Fig. 1: signal metal coverage by tile
Bar = 20 um. The die is cut into 24 by 24 equal tiles; black is low, pale yellow is high, scaled to the fullest tile. Values are wire area over tile area, all layers added.
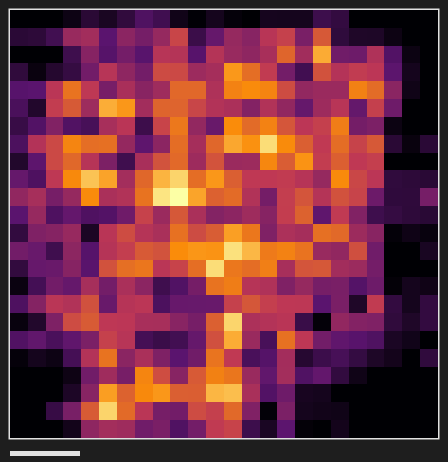
Fig. 2: the metal 2 layer
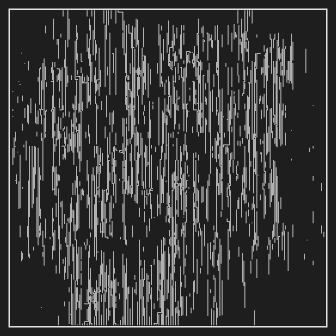
**config.mk**
```make
export PLATFORM = sky130hd
export DESIGN_NAME = bus_interface_unit
export DESIGN_NICKNAME = d
export VERILOG_FILES = /design/src/rtl/timer_pkg.sv /design/src/rtl/bus_sync.sv /design/src/rtl/bus_interface_unit.sv
export SDC_FILE = /design/constraint.sdc
export NUM_CORES = 1
export LEC_CHECK = 0
export CAP_MARGIN = 20
export CELL_PAD_IN_SITES_DETAIL_PLACEMENT = 1
export CELL_PAD_IN_SITES_GLOBAL_PLACEMENT = 2
export CORE_UTILIZATION = 31
export CTS_BUF_LIST = sky130_fd_sc_hd__clkbuf_2
export CTS_CLUSTER_SIZE = 20
export DETAILED_ROUTE_END_ITERATION = 8
export PLACE_DENSITY_LB_ADDON = 0.3
export SLEW_MARGIN = 20
export SYNTH_ARGS = -nofsm -noshare
export SYNTH_HDL_FRONTEND = slang
export SYNTH_SLANG_ARGS = --single-unit
```
**constraint.sdc**
```tcl
create_clock -name global_CLK -period 2.5 [get_ports global_CLK]
set_input_delay 0.5 -clock global_CLK [delete_from_list [all_inputs] [get_ports global_CLK]]
set_output_delay 0.5 -clock global_CLK [all_outputs]
set_load 0.02 [all_outputs]
```
**src/rtl/timer_pkg.sv**
```systemverilog
`default_nettype none
// ============================================================================
// Module      : timer_pkg
// Description : Shared constants and per-counter state for the 8254-style
//               bus interface unit. Read-back fields exist only with READBACK_EN.
// Revision    : 1.0 - initial release
// ============================================================================
package timer_pkg;

    localparam logic [1:0] RW_LATCH    = 2'b00;
    localparam logic [1:0] RW_LSB      = 2'b01;
    localparam logic [1:0] RW_MSB      = 2'b10;
    localparam logic [1:0] RW_WORD     = 2'b11;

    localparam logic [1:0] A_CTRL      = 2'b11;
    localparam logic [1:0] SC_READBACK = 2'b11;

    localparam int CW_SC_POS = 6;
    localparam int CW_RW_POS = 4;
`ifdef READBACK_EN
    localparam int CW_RB_SEL_POS = 1;
    localparam int CW_RB_NCNT    = 5;
    localparam int CW_RB_NSTS    = 4;
`endif

    typedef enum logic {
        PTR_LSB = 1'b0,
        PTR_MSB = 1'b1
    } ptr_e;

    typedef struct packed {
        logic [1:0] rw;
        ptr_e       wr_ptr;
        ptr_e       rd_ptr;
        logic       cnt_latched;
        logic       sts_latched;
    } cnt_state_t;

    localparam cnt_state_t CNT_STATE_RESET = '{
        rw: RW_LATCH, wr_ptr: PTR_LSB, rd_ptr: PTR_LSB,
        cnt_latched: 1'b0, sts_latched: 1'b0
    };

endpackage
`default_nettype wire

```
**src/rtl/bus_sync.sv**
```systemverilog
`default_nettype none
// ============================================================================
// Module      : bus_sync
// Description : Optional synchroniser on CS/RD/WR plus write-event and
//               read-end edge detection.
// Revision    : 1.0 - initial release
// ============================================================================
module bus_sync #(
    parameter int SYNC_STAGES = 0
) (
    input  logic clk,
    input  logic rst,
    input  logic i_cs_n,
    input  logic i_rd_n,
    input  logic i_wr_n,
    output logic o_cs_n,
    output logic o_rd_n,
    output logic o_wr_n,
    output logic o_wr_evt,
    output logic o_rd_end
);

    logic [2:0] w_bus;   // {cs_n, rd_n, wr_n}

    generate
        if (SYNC_STAGES > 0) begin : g_sync
            logic [2:0] r_sync_q [SYNC_STAGES];
            logic [2:0] w_sync_d [SYNC_STAGES];

            always_comb begin
                w_sync_d[0] = {i_cs_n, i_rd_n, i_wr_n};
                for (int k = 1; k < SYNC_STAGES; k++) begin
                    w_sync_d[k] = r_sync_q[k-1];
                end
            end

            always_ff @(posedge clk) begin
                if (rst) begin
                    for (int k = 0; k < SYNC_STAGES; k++) begin
                        r_sync_q[k] <= 3'b111;
                    end
                end else begin
                    r_sync_q <= w_sync_d;
                end
            end

            assign w_bus = r_sync_q[SYNC_STAGES-1];
        end else begin : g_nosync
            assign w_bus = {i_cs_n, i_rd_n, i_wr_n};
        end
    endgenerate

    logic [2:0] r_prev_q, w_prev_d;
    logic       r_rd_bad_q, w_rd_bad_d;

    // A read that overlapped WR (illegal) must not advance the read pointer.
    always_comb begin
        w_prev_d   = w_bus;
        w_rd_bad_d = w_bus[1] ? 1'b0 : (r_rd_bad_q | (~w_bus[2] & ~w_bus[0]));
    end

    always_ff @(posedge clk) begin
        if (rst) begin
            r_prev_q   <= 3'b111;
            r_rd_bad_q <= 1'b0;
        end else begin
            r_prev_q   <= w_prev_d;
            r_rd_bad_q <= w_rd_bad_d;
        end
    end

    assign o_cs_n   = w_bus[2];
    assign o_rd_n   = w_bus[1];
    assign o_wr_n   = w_bus[0];
    assign o_wr_evt = r_prev_q[0] & ~w_bus[0] & ~w_bus[2] & w_bus[1];
    assign o_rd_end = ~r_prev_q[1] & w_bus[1] & ~r_prev_q[2] & ~r_rd_bad_q;

endmodule
`default_nettype wire

```
**src/rtl/bus_interface_unit.sv**
```systemverilog
`default_nettype none
// ============================================================================
// Module      : bus_interface_unit
// Description : 8254-style read/write logic and data-bus buffer for up to
//               three counters. Macro READBACK_EN enables the read-back command.
// Revision    : 1.0 - initial release
// ============================================================================
module bus_interface_unit
    import timer_pkg::*;
#(
    parameter int NUM_COUNTERS = 3,
    parameter int SYNC_STAGES  = 0
) (
    input  logic                        global_CLK,
    input  logic                        RESET,
    input  logic                        CS,
    input  logic                        RD,
    input  logic                        WR,
    input  logic [1:0]                  A,
    input  logic [7:0]                  D_in,
    output logic [7:0]                  D_out,
    output logic                        D_oe,
    input  logic [8*NUM_COUNTERS-1:0]   cnt_data,
    output logic [7:0]                  control_word,
    output logic [NUM_COUNTERS-1:0]     ctrl_wr,
    output logic [15:0]                 in_count,
    output logic [NUM_COUNTERS-1:0]     cnt_load,
    output logic [NUM_COUNTERS-1:0]     latch_cnt,
    output logic [NUM_COUNTERS-1:0]     latch_sts,
    output logic [2*NUM_COUNTERS-1:0]   out_count_enable,
    output logic [NUM_COUNTERS-1:0]     out_status_enable
);

    logic w_cs_n, w_rd_n, w_wr_n, w_wr_evt, w_rd_end;

    bus_sync #(
        .SYNC_STAGES (SYNC_STAGES)
    ) u_bus_sync (
        .clk      (global_CLK),
        .rst      (RESET),
        .i_cs_n   (CS),
        .i_rd_n   (RD),
        .i_wr_n   (WR),
        .o_cs_n   (w_cs_n),
        .o_rd_n   (w_rd_n),
        .o_wr_n   (w_wr_n),
        .o_wr_evt (w_wr_evt),
        .o_rd_end (w_rd_end)
    );

    cnt_state_t              r_cnt_q  [NUM_COUNTERS];
    cnt_state_t              w_cnt_d  [NUM_COUNTERS];
    logic [7:0]              r_hold_q [NUM_COUNTERS];
    logic [7:0]              w_hold_d [NUM_COUNTERS];
    logic [7:0]              r_control_word_q, w_control_word_d;
    logic [15:0]             r_in_count_q, w_in_count_d;
    logic [NUM_COUNTERS-1:0] r_ctrl_wr_q, w_ctrl_wr_d;
    logic [NUM_COUNTERS-1:0] r_cnt_load_q, w_cnt_load_d;
    logic [NUM_COUNTERS-1:0] r_latch_cnt_q, w_latch_cnt_d;
    logic [NUM_COUNTERS-1:0] r_latch_sts_q, w_latch_sts_d;
    logic [1:0]              r_rd_sel_q, w_rd_sel_d;

    logic       w_rd_active;
    logic [1:0] w_sc;
    logic [1:0] w_rw;

    assign w_rd_active = ~RESET & ~w_cs_n & ~w_rd_n & w_wr_n;
    assign w_sc        = D_in[CW_SC_POS +: 2];
    assign w_rw        = D_in[CW_RW_POS +: 2];

    always_comb begin
        w_cnt_d          = r_cnt_q;
        w_hold_d         = r_hold_q;
        w_control_word_d = r_control_word_q;
        w_in_count_d     = r_in_count_q;
        w_ctrl_wr_d      = '0;
        w_cnt_load_d     = '0;
        w_latch_cnt_d    = '0;
        w_latch_sts_d    = '0;
        w_rd_sel_d       = w_rd_active ? A : r_rd_sel_q;

        // Read-end is applied first so a write in the same cycle sees it.
        if (w_rd_end) begin
            for (int i = 0; i < NUM_COUNTERS; i++) begin
                if (r_rd_sel_q == 2'(i)) begin
                    if (r_cnt_q[i].sts_latched) begin
                        w_cnt_d[i].sts_latched = 1'b0;
                    end else if (r_cnt_q[i].rw == RW_WORD && r_cnt_q[i].rd_ptr == PTR_LSB) begin
                        w_cnt_d[i].rd_ptr = PTR_MSB;
                    end else begin
                        w_cnt_d[i].rd_ptr      = PTR_LSB;
                        w_cnt_d[i].cnt_latched = 1'b0;
                    end
                end
            end
        end

        if (w_wr_evt) begin
            if (A == A_CTRL) begin
                if (w_sc == SC_READBACK) begin
`ifdef READBACK_EN
                    for (int i = 0; i < NUM_COUNTERS; i++) begin
                        if (D_in[CW_RB_SEL_POS + i]) begin
                            if (!D_in[CW_RB_NCNT] && !w_cnt_d[i].cnt_latched) begin
                                w_latch_cnt_d[i]       = 1'b1;
                                w_cnt_d[i].cnt_latched = 1'b1;
                            end
                            if (!D_in[CW_RB_NSTS] && !w_cnt_d[i].sts_latched) begin
                                w_latch_sts_d[i]       = 1'b1;
                                w_cnt_d[i].sts_latched = 1'b1;
                            end
                        end
                    end
`endif
                end else begin
                    for (int i = 0; i < NUM_COUNTERS; i++) begin
                        if (w_sc == 2'(i)) begin
                            if (w_rw != RW_LATCH) begin
                                w_cnt_d[i]       = CNT_STATE_RESET;
                                w_cnt_d[i].rw    = w_rw;
                                w_hold_d[i]      = 8'h00;
                                w_control_word_d = D_in;
                                w_ctrl_wr_d[i]   = 1'b1;
                            end else if (!w_cnt_d[i].cnt_latched) begin
                                w_latch_cnt_d[i]       = 1'b1;
                                w_cnt_d[i].cnt_latched = 1'b1;
                            end
                        end
                    end
                end
            end else begin
                for (int i = 0; i < NUM_COUNTERS; i++) begin
                    if (A == 2'(i)) begin
                        case (w_cnt_d[i].rw)
                            RW_LSB: begin
                                w_in_count_d    = {8'h00, D_in};
                                w_cnt_load_d[i] = 1'b1;
                            end
                            RW_MSB: begin
                                w_in_count_d    = {D_in, 8'h00};
                                w_cnt_load_d[i] = 1'b1;
                            end
                            RW_WORD: begin
                                if (w_cnt_d[i].wr_ptr == PTR_LSB) begin
                                    w_hold_d[i]       = D_in;
                                    w_cnt_d[i].wr_ptr = PTR_MSB;
                                end else begin
                                    w_in_count_d      = {D_in, r_hold_q[i]};
                                    w_cnt_load_d[i]   = 1'b1;
                                    w_cnt_d[i].wr_ptr = PTR_LSB;
                                end
                            end
                            default: ;
                        endcase
                    end
                end
            end
        end
    end

    always_ff @(posedge global_CLK) begin
        if (RESET) begin
            for (int i = 0; i < NUM_COUNTERS; i++) begin
                r_cnt_q[i]  <= CNT_STATE_RESET;
                r_hold_q[i] <= 8'h00;
            end
            r_control_word_q <= 8'h00;
            r_in_count_q     <= 16'h0000;
            r_ctrl_wr_q      <= '0;
            r_cnt_load_q     <= '0;
            r_latch_cnt_q    <= '0;
            r_latch_sts_q    <= '0;
            r_rd_sel_q       <= 2'b00;
        end else begin
            r_cnt_q          <= w_cnt_d;
            r_hold_q         <= w_hold_d;
            r_control_word_q <= w_control_word_d;
            r_in_count_q     <= w_in_count_d;
            r_ctrl_wr_q      <= w_ctrl_wr_d;
            r_cnt_load_q     <= w_cnt_load_d;
            r_latch_cnt_q    <= w_latch_cnt_d;
            r_latch_sts_q    <= w_latch_sts_d;
            r_rd_sel_q       <= w_rd_sel_d;
        end
    end

    // Read steering: latched status takes priority over the count bytes.
    always_comb begin
        D_oe              = 1'b0;
        D_out             = 8'h00;
        out_count_enable  = '0;
        out_status_enable = '0;
        if (w_rd_active) begin
            for (int i = 0; i < NUM_COUNTERS; i++) begin
                if (A == 2'(i)) begin
                    D_oe  = 1'b1;
                    D_out = cnt_data[8*i +: 8];
                    if (r_cnt_q[i].sts_latched) begin
                        out_status_enable[i] = 1'b1;
                    end else begin
                        case (r_cnt_q[i].rw)
                            RW_LSB:  out_count_enable[2*i +: 2] = 2'b01;
                            RW_MSB:  out_count_enable[2*i +: 2] = 2'b10;
                            RW_WORD: out_count_enable[2*i +: 2] =
                                         (r_cnt_q[i].rd_ptr == PTR_MSB) ? 2'b10 : 2'b01;
                            default: ;
                        endcase
                    end
                end
            end
        end
    end

    assign control_word = r_control_word_q;
    assign ctrl_wr      = r_ctrl_wr_q;
    assign in_count     = r_in_count_q;
    assign cnt_load     = r_cnt_load_q;
    assign latch_cnt    = r_latch_cnt_q;
    assign latch_sts    = r_latch_sts_q;

endmodule
`default_nettype wire

```
==> Changelog: implementation <==
### Physical design

* Status: complete, no violations
* Hold Path End: r_rd_sel_q[1]
* PortBufs at a little under 90
* DRC at 0
* Synth area leader: dfxtp_1
* # fillers at between 1,500 and 2,000
* Share of cells above drive strength 1 at between 20% and 30%
* Unrepaired setup endpoints after global routing: false
* Largest net degree at the start of global routing at 39
* Grt met1 use at a little under a third
* Met3 Use GR at under 10%
* CP Buf/Inv Count at 4
* GR peak layer: met2
* Setup_tns at 0 ns
* Commonest Layout Cell: buf_4
* CP Capture Type: output pin
* Reg-to-Reg Start: r_cnt_q[11]
* Slew margin rel. at 32.84%
* Mapped Cells at just over 500
* Max stage delay on crit path at slightly below 0.3 ns
* Hold buffer count at CTS at 0
* Combinational share of power at 15.6%
* P_leak at 2.446 nW
* # rows at approximately 43
* Worst hold path class: input pin to flop
* Num CTS Buffers at 9
* Max cap viols at 0
* PD cells at around 380 nW/um2
* Crit path capture: D_out[1]
* # diodes at 0
* Tool Warnings at 44
* Via density at approximately 5.4
* Nets@finish at a little over 700
* Global route overflow at 0
* Routed len/inst at roughly 19 um
* Die area at 14,780 um2
* CTS clk-pin slew, worst paths at around 0.20 ns
About Fig. 1:
The densest ninth of the die: middle. 29% of the tiles are over half the peak. 12% of the tiles are nearly empty. The fullest tile reaches 0.47.

About Fig. 2:
617 nets have wire on it. The layer holds 46% of the routed length. The wires run mostly vertical.
final WL: 16,070 um
Via Count: 4,574
met2 Track Usage GR: 36.22%

## routing by layer
metal	wire length [um]	part of all wire, %	vias up
met4	175	1.1	0
met3	789	4.9	11
met5	0	0	-
met2	7461	46	102
li1	-	-	2211
met1	7642	48	2250
## registers in the layout, summed over array words and instances (netlist names), named ones only
signal,flops
r_cnt_q,18
r_rd_sel_q,2
ctrl_wr,3
latch_cnt,3
cnt_load,3
in_count,16
r_hold_q,24
u_bus_sync.r_prev_q,3
u_bus_sync.r_rd_bad_q,1
## metrics by stage
step                hold WS (ns)  setup slack [ns]  instance area, um2
CTS                       0.3850          -0.02389                6135
detailed placement        0.4660           -0.9040                5964
global route              0.2457           0.02867                6227
global placement          0.4587           -0.6747                5964
floorplan                 0.4396            0.1680                4439
finish                    0.3092           0.09407                6227
## cell type report
type	instances	area (um2)	area share [%]
clock buffer	11	55.05	0.8841
timing repair buffer	174	1524	24.47
tap	180	225.2	3.617
clock inverter	5	46.29	0.7434
sequential	81	1632	26.20
inverter	17	63.81	1.025
multi-input combinational	373	2681	43.06
## worst min-delay path: stages
cell            delay (ns)
dlymetal6s2s_1        0.12
buf_4                 0.14
nand2_1               0.05
o31ai_1               0.05
## logic make-up (layout without fill, tap and decap cells)
logic type               after synthesis  after routing  synth area share [%]
AND-OR/OR-AND                        190            190                 29.39
adder cells (fa/ha/maj)               21             21                 5.929
buffers and inverters                 61            207                 5.647
flip-flops                            81             81                 36.59
multiplexers                           6              6                 1.355
other                                  1              3               0.08462
AND/OR/NAND/NOR                      153            153                 21.01
## power groups by stage
stage	Clock (mW)	Combinational, mW	Sequential, mW
floorplan	0	0.142	1.34
global placement	0	0.339	1.34
detailed placement	0	0.350	1.34
CTS	0.717	0.364	1.31
global route	0.774	0.397	1.32
finish	0.693	0.370	1.31
Power figures rest on the tool's default switching activity, not on a simulated workload.
